File: config.mk
export PLATFORM = sky130hd
export DESIGN_NAME = seg_scan_ctrl
export DESIGN_NICKNAME = d
export VERILOG_FILES = /design/src/rtl/seg_scan_ctrl.sv
export SDC_FILE = /design/constraint.sdc
export NUM_CORES = 1
export LEC_CHECK = 0
export ABC_AREA = 1
export CORE_MARGIN = 3
export CORE_UTILIZATION = 49
export CTS_CLUSTER_SIZE = 40
export DETAILED_ROUTE_END_ITERATION = 10
export GPL_TIMING_DRIVEN = 0
export MAX_ROUTING_LAYER = met4
export PLACE_DENSITY = 0.75
export SETUP_SLACK_MARGIN = 0.3
export SLEW_MARGIN = 20
export SYNTH_ARGS = -nofsm -noshare
export SYNTH_HDL_FRONTEND = slang
export SYNTH_SLANG_ARGS = --single-unit
File: constraint.sdc
create_clock -name clk -period 1.56 [get_ports clk]
set_input_delay 0.312 -clock clk [delete_from_list [all_inputs] [get_ports clk]]
set_output_delay 0.312 -clock clk [all_outputs]
set_load 0.05 [all_outputs]
File: src/rtl/seg_scan_ctrl.sv
// Time-multiplexed 7-segment scan controller with frame-synchronous shadow register.
// Optional leading-zero blanking: define SEG_SCAN_LZB_EN.
module seg_scan_ctrl #(
    parameter int unsigned NUM_DIGITS   = 2,
    parameter int unsigned DWELL_CYCLES = 4,
    parameter int unsigned BLANK_CYCLES = 1
) (
    input  logic        clk,
    input  logic        rst_n,
    input  logic [15:0] data_in,
    input  logic        data_valid,
    output logic        data_ready,
    output logic [1:0]  select,
    output logic [3:0]  digit_en,
    output logic [3:0]  bcd,
    output logic        frame_tick
);

    localparam int unsigned TMAX = (DWELL_CYCLES > BLANK_CYCLES) ? DWELL_CYCLES : BLANK_CYCLES;
    localparam int unsigned TW   = $clog2(TMAX + 1);
    localparam logic [TW-1:0] BLANK_END = TW'(BLANK_CYCLES);
    localparam logic [TW-1:0] DWELL_END = TW'(DWELL_CYCLES);
    localparam logic [TW-1:0] TIMER_ONE = TW'(1);
    localparam logic [1:0]    LAST_SEL  = 2'(NUM_DIGITS - 1);

    typedef enum logic {BLANK, SHOW} state_t;

    state_t        state, state_nx;
    logic [TW-1:0] timer, timer_nx;
    logic [1:0]    sel_nx;
    logic [15:0]   shadow, shadow_nx;
    logic [15:0]   pending, pending_nx;
    logic          ready_nx;
    logic          boundary, accept, lit;
    logic [3:0]    en_nx, bcd_nx;
    logic          tick_nx;

    always_ff @(posedge clk or negedge rst_n) begin
        if (!rst_n) begin
            state      <= BLANK;
            timer      <= '0;
            select     <= '0;
            digit_en   <= '0;
            bcd        <= '0;
            frame_tick <= 1'b0;
            data_ready <= 1'b1;
            shadow     <= '0;
            pending    <= '0;
        end else begin
            state      <= state_nx;
            timer      <= timer_nx;
            select     <= sel_nx;
            digit_en   <= en_nx;
            bcd        <= bcd_nx;
            frame_tick <= tick_nx;
            data_ready <= ready_nx;
            shadow     <= shadow_nx;
            pending    <= pending_nx;
        end
    end

    always_comb begin
        state_nx   = state;
        timer_nx   = timer;
        sel_nx     = select;
        shadow_nx  = shadow;
        pending_nx = pending;
        ready_nx   = data_ready;
        en_nx      = '0;
        lit        = 1'b1;

        boundary = (state == SHOW) && (timer == DWELL_END) && (select == LAST_SEL);
        accept   = data_valid && data_ready;

        // Timer restarts at 1 on entry; reset leaves it at 0 so the first
        // BLANK begins on the first edge after reset release.
        case (state)
            BLANK: begin
                if (timer == BLANK_END) begin
                    state_nx = SHOW;
                    timer_nx = TIMER_ONE;
                end else begin
                    timer_nx = timer + TIMER_ONE;
                end
            end
            SHOW: begin
                if (timer == DWELL_END) begin
                    state_nx = BLANK;
                    timer_nx = TIMER_ONE;
                    sel_nx   = (select == LAST_SEL) ? 2'd0 : select + 2'd1;
                end else begin
                    timer_nx = timer + TIMER_ONE;
                end
            end
            default: begin
                state_nx = BLANK;
                timer_nx = '0;
            end
        endcase

        // data_ready low doubles as the pending-full flag.
        if (accept && boundary) begin
            shadow_nx = data_in;
        end else begin
            if (boundary && !data_ready) begin
                shadow_nx = pending;
                ready_nx  = 1'b1;
            end
            if (accept) begin
                pending_nx = data_in;
                ready_nx   = 1'b0;
            end
        end

        bcd_nx = shadow_nx[{sel_nx, 2'b00} +: 4];

`ifdef SEG_SCAN_LZB_EN
        lit = (sel_nx == 2'd0);
        for (int unsigned i = 1; i < NUM_DIGITS; i++) begin
            if ((i >= 32'(sel_nx)) && (shadow_nx[4*i +: 4] != 4'd0))
                lit = 1'b1;
        end
`else
        lit = 1'b1;
`endif

        if (state_nx == SHOW && lit)
            en_nx = 4'b0001 << sel_nx;

        tick_nx = (state_nx == SHOW) && (timer_nx == DWELL_END) && (sel_nx == LAST_SEL);
    end

endmodule

==> summary.txt, run 1 <==
CP peak stage delay - 0.41 ns
Starting DRT DRC Count - 154
Unrepaired setup endpoints after global routing - yes
Hold-fix buffers, CTS - 1
Flop2flop setup slack - -0.31 ns
CTS Buf Count - 5
PD cells - 918.1 nW/um2
Largest area contributor in the netlist - dfrtp_1
# Cells Yosys - 275
Leak Pwr - 1.726 nW
Root Driver - clkbuf_8
Core Util at FP - 53.10%
Core area - 4564 um2
Final ANT Viol Nets - 0
First-pass GRT wire length - 10250 um
Final Cycle Share - 120.2%
Top Ports - 31
Vias in the first global route - 2083
Routed len/inst - 16.28 um
CP Launch Type - register
Slew headroom - 62.96%
DP HPWL - 3692 um
Place WS - -0.3237 ns
Setup ws final - -0.3149 ns
Final nets - 364
Top cells excl fill/tap - dfrtp_1, nand2_1, inv_1
Number of enable flip-flop cells - 0
Syn Std Cell Area - 2424 um2
Rows - 24
Sum Neg Setup Slack - -6.795 ns
Slew @ Worst Pin - 0.5535 ns
CP max FO - 5
CTS H-tree lvls - 2
Final WL - 6625 um
FFs w/ async S/R, synth - 100.0%
Post-route cell area - 3435 um2
Cts repair resizes - 93
Die Width - 76.33 um
Outcome - finished, violations left
Fin crit period - 1.875 ns
Failing checks - negative setup slack
Post-Layout Cell Count - 407
Max cap viols - 0
Clk sinks - 48
Grt ovf - 0
Main flop type after synthesis - dfrtp_1
I/O Buffers - 30
Mapped Nets - 298
VDD IR max - 492.0 uV
Share of layout cells above drive strength 1 - 43.57%
Synth warn - 0
Fmax - 533.4 MHz
Min-delay worst type - in2async
Yosys chip area - 2424 um2
Synthesized instance count - 275
Hold Fails Final Rpt - 0
Top cells by area - dfrtp_1, nand2_1, nand3_1, inv_1, and2_1
Clk ins delay skew pair - 0.31 ns
Min Hold Slack - 0.4561 ns
OpenROAD warnings - 32
Die H - 76.33 um
Register area share after synthesis - 49.61%
CP Class - reg2reg
Initial antenna violation count - 0
Final setup violation count - 38
Final Skew - 0.006907 ns
Clock Tree Buf Depth - 2
Crit-path cells - inv_2, ha_4, nand2_4, nor2_4, buf_6, nand3_4, buf_12, nand2_4, nand3_4, nand3_2, nand2_1, inv_1, nand2_2
Pin count of the biggest net entering global routing - 34
CTS tree - done
Share of the synthesized area in the top cell type - 48.53%
Area delta synth->final - 41.71%
Tot GR Track Use - 23.05%
Setup bufs post-CTS - 12
Total power - 3.153 mW
Inst Count DP - 371
Syn_area_per_cell - 8.813 um2
Most frequent logic cell in the layout - dfrtp_1
# DRC - 0
Max Slew Vio Count - 0
Worst EP arrival - 2.08 ns
CP top delay family - simple AND/OR/NAND/NOR gates
-- run 1: report_power, final --
group          total [mW]  switching [mW]  internal [mW]
Combinational       0.785           0.428          0.357
Clock               0.786           0.431          0.355
Sequential           1.58           0.119           1.46
Total                3.15           0.977           2.18
-- run 1: final timing paths --
check                            from         end  depth (start not counted)
max                          timer[0]      bcd[1]                         13
min                             rst_n    timer[2]                          2
max reg2reg                  timer[0]      bcd[1]                         13
min reg2reg                pending[4]  pending[4]                          2
max in group asynchronous       rst_n  data_ready                          3
min in group clk           pending[4]  pending[4]                          2
-- run 1: final cells by class --
| class | instances | area, um2 |
|---|---|---|
| multi-input cells | 177 | 1239 |
| fillers | 328 | 1130 |
| repair buffers | 59 | 554.3 |
| clock buffers | 6 | 82.58 |
| inverters | 40 | 156.4 |
| clock inverters | 2 | 10.01 |
| well taps | 65 | 81.33 |
| flip-flops and latches | 48 | 1205 |
| plain buffers | 10 | 106.4 |
-- run 1: synth_stat cells (all sizes together) (4+ instances only) --
cell type / n
buf: 10
dfrtp: 47
nor3: 4
nand3: 36
nor2: 11
and2: 16
nand4: 16
nand2: 68
ha: 4
inv: 38
o21ai: 17
-- run 1: layer usage --
| metal | track usage (%) | up-vias | routed length, um |
|---|---|---|---|
| met5 | - | - | 0 |
| met4 | 7.790 | 0 | 114 |
| met3 | 3.664 | 12 | 351 |
| met2 | 37.08 | 85 | 3486 |
| met1 | 29.83 | 1007 | 2672 |
| li1 | - | 1013 | - |
-- run 1: cells by family (layout without fill, tap and decap cells) --
family	Yosys count	count (layout)	synth area share, %
simple gates	152	152	34.75
buf+inv	50	117	8.983
flops	48	48	49.61
compound gates	20	20	4.233
fa+ha+maj	4	4	2.065
xor+xnor	1	1	0.3614
run_1/layer_met3.png
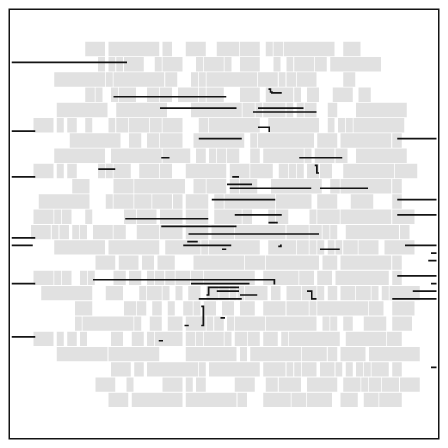
wire length on this layer: 351 um
longest straight run: 32.2 um
share of all routed wire: 5.3%

run_1/metal_density.png
The bar under the picture is 20 um long. 15 x 15 tiles, from white (low) to dark blue (high), scaled to the fullest tile. Values are wire area over tile area, all layers added.
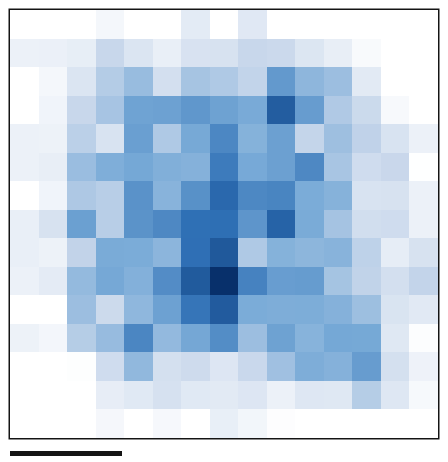
nearly empty tiles: 18%
mean over tiles: 0.18
fullest tile: 0.64

run_1/detail.png
Window x 18 to 58, y 18 to 58 um. Cells in gray, sequential cells in the stronger gray; small squares are vias.
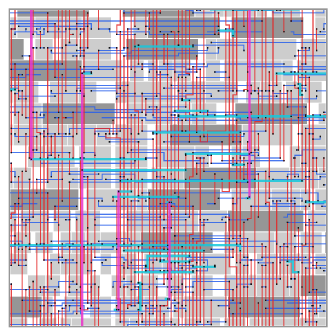
| color | layer |
|---|---|
| blue | metal 1 |
| magenta | metal 4 |
| red | metal 2 |
| cyan | metal 3 |
sequential cells in the window: 13
cells with their middle in the window: 140
most frequent: nand2_1 (17), nand3_2 (14), dfrtp_1 (12)
netlist names of flops here include: shadow (7), pending (4)

run_1/clk_routes.png
The bar under the picture is 20 um long.
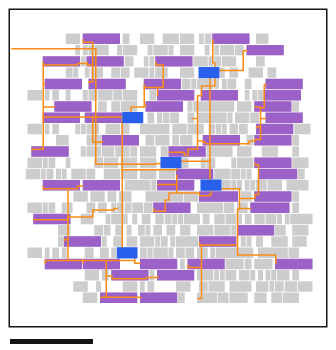
[orange] clock wires | length: 583 um
[purple] flip-flops | count: 48
[blue] clock drivers | count: 5
routed clock nets: 6

--- run 2 (diff from run 1) ---
CTS_CLUSTER_SIZE = 25   (was 40)
run_2/metal_density.png
The bar under the picture is 20 um long. 15 x 15 tiles, from white (low) to dark blue (high), scaled to the fullest tile. Values are wire area over tile area, all layers added.
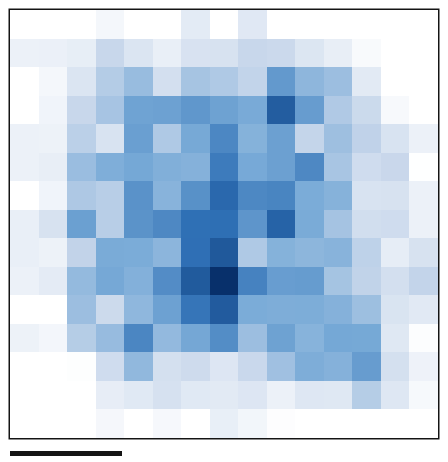
tiles over half the peak: 21%
densest ninth of the die: middle
fullest tile: 0.64

run_2/clk_routes.png
The bar under the picture is 20 um long.
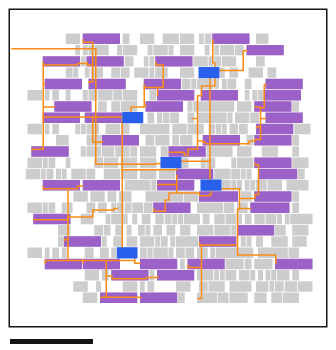
[orange] clock wires | length: 583 um
[purple] flip-flops | count: 48
[blue] clock drivers | count: 5
routed clock nets: 6
flops lie: all over the die

==> run 2 against run 1 <==
Compared with the run above:
- the run still ends with negative setup slack left
- fmax unchanged
- utilization stayed put
- flip-flop count unchanged
- cell count unchanged
- non-clock buffer count stayed put
- count of clock-buffer cells in the layout is the same
- total power did not move
- area after synthesis did not move
- setup slack is the same
- die size did not move
- via count unchanged
- combinational power hardly changed
- largest cell class unchanged
- largest power group unchanged
==> summary.txt, run 2 <==
Synth warn - 0
Core area - 4564 um2
Final setup violation count - 38
Mux share - 0%
Clock-net power - 0.786 mW
Outcome - finished, violations left
Fin crit period - 1.875 ns
Combinational power share - 24.9%
Failing checks - negative setup slack
Clock Tree Buf Depth - 2
Internal power - 2.176 mW
Setup ws final - -0.3149 ns
Synthesized instance count - 275
XORs/XNORs by Area - 0.3614%
Top cell type by instance count after synthesis - nand2_1
Psw - 0.9771 mW
Routed len/inst - 16.28 um
Grt ovf - 0
Top cells excl fill/tap - dfrtp_1, nand2_1, inv_1
Final Skew - 0.006907 ns
CP Launch Type - register
CTS tree - done
P_comb - 0.785 mW
Die H - 76.33 um
CP peak stage delay - 0.41 ns
Max cap viols - 0
Area delta synth->final - 41.71%
CP max FO - 5
Mapped Nets - 298
Starting DRT DRC Count - 154
FF-to-FF path depth - 13
Top Ports - 31
Adders+Majority by Area - 2.065%
Top non-seq family - simple AND/OR/NAND/NOR gates
Min-delay worst type - in2async
Area of the multi-input gates - 1239 um2
Compound Share, Synth - 4.233%
Syn Std Cell Area - 2424 um2
Final Cycle Share - 120.2%
OpenROAD warnings - 32
Rows - 24
Fmax - 533.4 MHz
Critical Path Stages - 13
Slew headroom - 62.96%
Clk pwr share - 24.9%
run_2/layer_met3.png
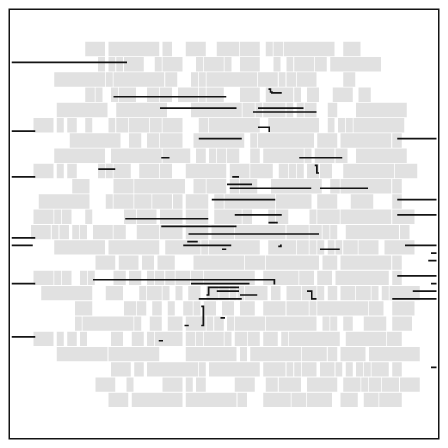
main direction: horizontal
nets with wire on the layer: 44
longest straight run: 32.2 um
share of all routed wire: 5.3%

==> run 2: cell counts after synthesis <==
Identical to the previous run, type by type.
==> run 2: cell type report <==
class | count | share of cell area (%)
Timing Repair Buffer | 59 | 16.14
Inverter | 40 | 4.554
Buffer | 10 | 3.097
Sequential cell | 48 | 35.08
Clock buffer | 6 | 2.404
Multi-Input combinational cell | 177 | 36.07
Tap cell | 65 | 2.368
Clock inverter | 2 | 0.2914
==> run 2: timing repair <==
item                                   in CTS  in global routing
setup endpoints to repair                  59                 51
endpoints found under the hold margin      15                  0
buffers inserted                           12                 11
gates cloned                                3                  1
hold buffers                                1                  0
pin swaps                                  11                 19
resized                                    93                 44
==> run 2: logic make-up after synthesis <==
| group | count (synthesis) |
|---|---|
| buffers and inverters | 50 |
| AND/OR/NAND/NOR | 152 |
| adder cells (fa/ha/maj) | 4 |
| flip-flops | 48 |
| XOR/XNOR | 1 |
| AND-OR/OR-AND | 20 |
==> run 2: per-layer routing <==
metal	vias up	global-route usage, %	part of all wire (%)
li1	1013	-	-
met1	1007	29.83	40
met2	85	37.08	53
met3	12	3.664	5.3
met4	0	7.790	1.7
met5	-	-	0
==> run 2: path summary, 6_finish.rpt <==
check	to	from	slack, ns
worst max-delay path	bcd[1]	timer[0]	-0.31
worst min-delay path	timer[2]	rst_n	0.46
max in group asynchronous	data_ready	rst_n	0.53
worst min register to register	pending[4]	pending[4]	0.50
min in group clk	pending[4]	pending[4]	0.50
worst max register to register	bcd[1]	timer[0]	-0.31
==> run 2: stage by stage <==
step	hold WS, ns	cells
2_1_floorplan	0.01641	275
3_3_place_gp	0.4669	370
3_5_place_dp	0.2598	371
4_1_cts	0.4737	395
5_1_grt	0.5079	407
6_report	0.4561	407
Power is estimated from default activity; no workload was simulated.
